Fig. 1: metal layers overlaid
Only two layers are drawn.
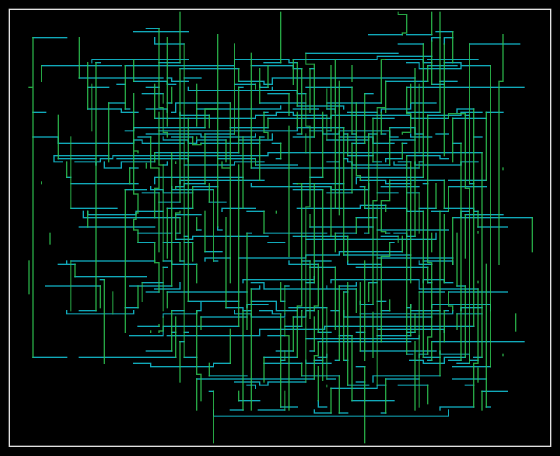
Fig. 2: sequential cells colored by netlist name
Scale bar: 20 microns. Other sequential cells in the stronger gray, the rest of the logic in the fainter gray.
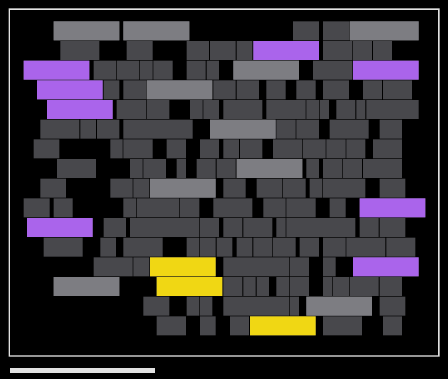
Fig. 3: pin placement
Pins as bars across the die edge, other pins in gray.
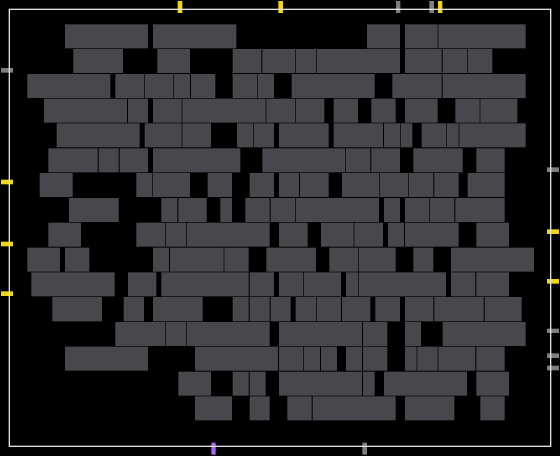
[src/rtl/piso_pkg.sv]
// Shared types and helpers for the parallel-in / serial-out serializer.
package piso_pkg;

    typedef enum logic {
        IDLE  = 1'b0,
        SHIFT = 1'b1
    } state_t;

    // Bit counter width; a 2-bit word still needs one counter bit.
    function automatic int cnt_width(input int width);
        return (width <= 2) ? 1 : $clog2(width);
    endfunction

endpackage

[src/rtl/piso_serializer_if.sv]
// Parallel word input channel and serial bit output channel of the serializer.
interface piso_serializer_if #(
    parameter int WIDTH = 8
);

    logic [WIDTH-1:0] din;
    logic             din_valid;
    logic             din_ready;
    logic             dout;
    logic             dout_valid;
    logic             dout_ready;
    logic             dout_sof;
    logic             dout_eof;

    // The environment sources words and sinks bits.
    modport master (
        output din, din_valid, dout_ready,
        input  din_ready, dout, dout_valid, dout_sof, dout_eof
    );

    // The serializer consumes words and produces bits.
    modport slave (
        input  din, din_valid, dout_ready,
        output din_ready, dout, dout_valid, dout_sof, dout_eof
    );

endinterface

[src/rtl/piso_serializer.sv]
// Parallel-in / serial-out converter with a one-word holding buffer so that
// back-to-back words stream without a bubble.
module piso_serializer
    import piso_pkg::*;
#(
    parameter int WIDTH     = 8,
    parameter int MSB_FIRST = 1
) (
    input logic             clk,
    input logic             rst,
    piso_serializer_if.slave bus
);

    localparam int             CW   = cnt_width(WIDTH);
    localparam logic [CW-1:0]  LAST = CW'(WIDTH - 1);

    state_t           state, state_nxt;
    logic [WIDTH-1:0] sreg, sreg_nxt;
    logic [CW-1:0]    cnt, cnt_nxt;
    logic [WIDTH-1:0] hbuf, hbuf_nxt;
    logic             hvalid, hvalid_nxt;

    logic             in_fire;
    logic             out_fire;
    logic             last_bit;
    logic [WIDTH-1:0] sreg_shifted;

    assign in_fire      = bus.din_valid && !hvalid;
    assign out_fire     = (state == SHIFT) && bus.dout_ready;
    assign last_bit     = (cnt == LAST);
    assign sreg_shifted = (MSB_FIRST != 0) ? (sreg << 1) : (sreg >> 1);

    assign bus.din_ready  = !hvalid;
    assign bus.dout_valid = (state == SHIFT);
    assign bus.dout       = (state == SHIFT) &&
                            ((MSB_FIRST != 0) ? sreg[WIDTH-1] : sreg[0]);
    assign bus.dout_sof   = (state == SHIFT) && (cnt == '0);
    assign bus.dout_eof   = (state == SHIFT) && last_bit;

    always_ff @(posedge clk or negedge rst) begin
        if (!rst) begin
            state  <= IDLE;
            sreg   <= '0;
            cnt    <= '0;
            hbuf   <= '0;
            hvalid <= 1'b0;
        end else begin
            state  <= state_nxt;
            sreg   <= sreg_nxt;
            cnt    <= cnt_nxt;
            hbuf   <= hbuf_nxt;
            hvalid <= hvalid_nxt;
        end
    end

    // A word that is not loaded straight into sreg always lands in hbuf,
    // including one arriving while the final bit is stalled.
    always_comb begin
        state_nxt  = state;
        sreg_nxt   = sreg;
        cnt_nxt    = cnt;
        hbuf_nxt   = hbuf;
        hvalid_nxt = hvalid;

        case (state)
            IDLE: begin
                if (in_fire) begin
                    sreg_nxt  = bus.din;
                    cnt_nxt   = '0;
                    state_nxt = SHIFT;
                end
            end
            SHIFT: begin
                if (out_fire && !last_bit) begin
                    sreg_nxt = sreg_shifted;
                    cnt_nxt  = cnt + 1'b1;
                    if (in_fire) begin
                        hbuf_nxt   = bus.din;
                        hvalid_nxt = 1'b1;
                    end
                end else if (out_fire) begin
                    cnt_nxt = '0;
                    if (hvalid) begin
                        sreg_nxt   = hbuf;
                        hvalid_nxt = 1'b0;
                    end else if (in_fire) begin
                        sreg_nxt = bus.din;
                    end else begin
                        sreg_nxt  = '0;
                        state_nxt = IDLE;
                    end
                end else if (in_fire) begin
                    hbuf_nxt   = bus.din;
                    hvalid_nxt = 1'b1;
                end
            end
            default: begin
                state_nxt = IDLE;
            end
        endcase
    end

endmodule

[src/flat_wrapper.sv]
// flat-port wrapper written by rule: the top's interface ports become plain ports
module piso_serializer_flat import piso_pkg::*;
#(
    parameter int WIDTH     = 8,
    parameter int MSB_FIRST = 1
)
  (clk, rst, bus_din, bus_din_valid, bus_dout_ready, bus_din_ready, bus_dout, bus_dout_valid, bus_dout_sof, bus_dout_eof);
  piso_serializer_if #(.WIDTH(WIDTH)) bus_i ();
  input logic clk;
  input logic rst;
  input wire logic [$bits(bus_i.din)-1:0] bus_din;
  input wire logic [$bits(bus_i.din_valid)-1:0] bus_din_valid;
  input wire logic [$bits(bus_i.dout_ready)-1:0] bus_dout_ready;
  output wire logic [$bits(bus_i.din_ready)-1:0] bus_din_ready;
  output wire logic [$bits(bus_i.dout)-1:0] bus_dout;
  output wire logic [$bits(bus_i.dout_valid)-1:0] bus_dout_valid;
  output wire logic [$bits(bus_i.dout_sof)-1:0] bus_dout_sof;
  output wire logic [$bits(bus_i.dout_eof)-1:0] bus_dout_eof;
  assign bus_i.din = bus_din;
  assign bus_i.din_valid = bus_din_valid;
  assign bus_i.dout_ready = bus_dout_ready;
  assign bus_din_ready = bus_i.din_ready;
  assign bus_dout = bus_i.dout;
  assign bus_dout_valid = bus_i.dout_valid;
  assign bus_dout_sof = bus_i.dout_sof;
  assign bus_dout_eof = bus_i.dout_eof;
  piso_serializer #(.WIDTH(WIDTH), .MSB_FIRST(MSB_FIRST)) u_core (.clk(clk), .rst(rst), .bus(bus_i));
endmodule
[config.mk]
export PLATFORM = sky130hd
export DESIGN_NAME = piso_serializer_flat
export DESIGN_NICKNAME = d
export VERILOG_FILES = /design/src/rtl/piso_pkg.sv /design/src/rtl/piso_serializer_if.sv /design/src/rtl/piso_serializer.sv /design/src/flat_wrapper.sv
export SDC_FILE = /design/constraint.sdc
export NUM_CORES = 1
export LEC_CHECK = 0
export CAP_MARGIN = 10
export CORE_ASPECT_RATIO = 0.8
export CORE_UTILIZATION = 48
export DETAILED_ROUTE_END_ITERATION = 12
export PLACE_DENSITY = 0.74
export REMOVE_ABC_BUFFERS = 1
export SETUP_SLACK_MARGIN = 0.05
export SYNTH_ARGS = -nofsm -noshare
export SYNTH_HDL_FRONTEND = slang
export SYNTH_SLANG_ARGS = --single-unit
[constraint.sdc]
create_clock -name clk -period 1.5 [get_ports clk]
set_input_delay 0.15 -clock clk [delete_from_list [all_inputs] [get_ports clk]]
set_output_delay 0.15 -clock clk [all_outputs]
set_load 0.005 [all_outputs]
==> impl_metrics.env <==
# flow metrics
export IMPL_port_buffers=16
export IMPL_status="finished with violations"
export IMPL_synthSimpleGateAreaFrac_pct=22.2
export IMPL_power_density_nw_per_um2=1540
export IMPL_crit_buf_inv=2
export IMPL_p_seq_uw=983
export IMPL_yosysTopAreaCell="dfrtp_1"
export IMPL_p_clk_uw=293
export IMPL_lay_top_cells="buf_4, dfrtp_1, o21ai_1, clkdlybuf4s50_1"
export IMPL_rows=16
export IMPL_synth_flops=21
export IMPL_gp_congestion=0.780
export IMPL_fill_cells=166
export IMPL_num_io_pins=17
export IMPL_cp_top_family="flip-flops"
export IMPL_synth_adder_area_share_pct=2.99
export IMPL_drc=0
export IMPL_critical_path_arrival_ps=1940
export IMPL_fin_skew_ps=1.46
export IMPL_power_switching_uw=960
export IMPL_synth_chip_area_sq_um=1260
export IMPL_seqPwrFrac_pct=35.2
export IMPL_slew_violations=0
export IMPL_via_count=1062
export IMPL_clock_latency_ps=320
export IMPL_synthFlopType="dfrtp_1"
export IMPL_edf_count=0
export IMPL_viasPerCell=5.62
export IMPL_synth_seq_share_pct=41.8
export IMPL_grt_pass1_vias=976
export IMPL_grt_max_degree=22
export IMPL_netlist_area_sq_um=1260
export IMPL_dp_cells=175
export IMPL_ff2ff_path_depth=7
export IMPL_ys_sh_aoi_pct=17.1
export IMPL_cp_slowest_stage_delay_ps=420
export IMPL_top_area_share_pct=41.8
export IMPL_initCoreUtil_pct=51.0
export IMPL_fin_util_pct=73.5
export IMPL_hp_class="in2async"
export IMPL_crit_type="reg2reg"
export IMPL_slew_headroom_pct=80.3
export IMPL_die_area_sq_um=2830
export IMPL_routed_wl_mm=3.29
export IMPL_worst_pin_slew_ps=295
export IMPL_fmax_mhz=578
export IMPL_htreeDepth=1
export IMPL_wire_per_inst_microns=17.4
export IMPL_xor_share_pct=0
export IMPL_area_delta_synth_final_pct=44.0
export IMPL_synthCells=114
export IMPL_post_cts_resize_count=36
export IMPL_dp_hpwl_mm=1.97
export IMPL_top_logic_kind="simple AND/OR/NAND/NOR gates"
export IMPL_p_int_mw=1.83
export IMPL_ir_drop_uv=947
export IMPL_clkPwrFrac_pct=10.5
export IMPL_initialDrtViolationCount=51
export IMPL_dieWidth_microns=59.2
export IMPL_ys_sh_mux_pct=9.56
export IMPL_mi_logic_area_sq_um=806
export IMPL_layout_drive_gt1_share_pct=45.8
export IMPL_path_clk_slew_ps=130
export IMPL_log_warning_count=28
export IMPL_cts_path_max_buffers=2
export IMPL_critPathLaunchType="register"
export IMPL_cp_end_kind="register"
export IMPL_ys_cells=114
export IMPL_layout_setup_ws_ps=-229
export IMPL_layout_top_cell="buf_4"
export IMPL_synth_area_per_cell_sq_um=11.0
export IMPL_cts_buffers=3
export IMPL_grt_antenna_before_repair=0
export IMPL_final_nets=169
export IMPL_dp_slack_ps=-305
export IMPL_power_top_group="combinational logic"
export IMPL_cts_sinks=21
export IMPL_cts_setup_buffers=8
export IMPL_grt_overflow=0
export IMPL_cts_root_buf="clkbuf_4"
export IMPL_path_max_fanout=6
export IMPL_combinationalPowerShare_pct=54.3
export IMPL_netlist_cell_type_count=33
export IMPL_hold_slack_ps=164
export IMPL_maxCapViolations=0
export IMPL_setup_viol=18
export IMPL_fin_crit_sh_pct=115
export IMPL_cpMaxStageDelayCell="dfrtp_1"
export IMPL_synth_warning_count=0
export IMPL_track_usage_pct=25.5
export IMPL_p_comb_mw=1.52
export IMPL_crit_cells=7
export IMPL_ys_async_sr_fraction_pct=100
export IMPL_tritoncts="done"
export IMPL_path_cells="ha_2 -> ha_4 -> buf_6 -> buf_4 -> or3b_4 -> o311ai_4 -> a2bb2oi_2"
export IMPL_post_route_min_period_ps=1730
export IMPL_violations="negative setup slack"
export IMPL_n_antenna_cell=0
export IMPL_leakagePower_nw=0.808
export IMPL_core_sq_um=2460
export IMPL_switching_share_pct=34.4
About Fig. 1:
legend:
  metal 2:
    color: green
    wire_length: 1600 microns
  metal 1:
    color: cyan
    wire_length: 1500 microns

About Fig. 2:
legend:
  u_core.hbuf:
    color: purple
    sequential_cells: 8
  u_core.cnt:
    color: yellow
    sequential_cells: 3

About Fig. 3:
legend:
  bus_din:
    color: yellow
    pins: 8
    direction: input
    edge: 3 north, 3 west, 2 east
  bus_dout:
    color: purple
    pins: 1
    direction: output
    edge: south

[cell type report]
type,count,share of cell area (%)
clock inverter,1,0.277
tap,36,2.49
multi-input combinational,80,44.5
inverter,4,1.11
sequential,21,29.1
clock buffer,3,1.24
timing repair buffer,44,21.2
[metrics by stage]
step | area, sq um | power [mW] | TNS [ps]
global placement | 1550 | 2.03 | -3020
floorplan | 1190 | 1.61 | -1830
finish | 1810 | 2.79 | -3030
detailed placement | 1550 | 2.07 | -4190
global route | 1810 | 2.97 | -3760
CTS | 1700 | 2.56 | -2660
[state kept, by name, summed over array words and instances (netlist names)]
| register | flops |
|---|---|
| u_core.hbuf | 8 |
| u_core.sreg | 8 |
| u_core.hvalid | 1 |
| u_core.cnt | 3 |
| u_core.bus.dout_valid | 1 |
[final timing paths]
kind | to | startpoint | slack [ps]
max | u_core.sreg[3] | u_core.cnt[0] | -230
min | u_core.hbuf[0] | rst | 160
max reg2reg | u_core.sreg[3] | u_core.cnt[0] | -230
min reg2reg | u_core.hbuf[7] | u_core.hbuf[7] | 520
max in group asynchronous | u_core.bus.dout_valid | rst | 1100
min in group clk | u_core.hbuf[3] | bus_din[3] | 490
[layer usage]
metal  part of all wire [%]  wire, microns  GRT usage, %  vias to the layer above
met5                      0              0             0                        -
li1                       -              -             -                      503
met4                    1.7             57          12.9                        0
met2                     49           1600          39.8                       32
met1                     45           1500          33.4                      519
met3                    4.0            132          6.49                        8
[cells in the mapped netlist, drive strengths merged (2+ instances only)]
cell and count:
nand2b 2, ha 3, and2 9, and3b 7, o21ai 11, buf 6
o311ai 7, a2bb2oi 8, mux2 8, nand3 2, dfrtp 21, inv 4
nand2 5, clkbuf 3, or3b 8, nor2 2
Power figures rest on the tool's default switching activity, not on a simulated workload.
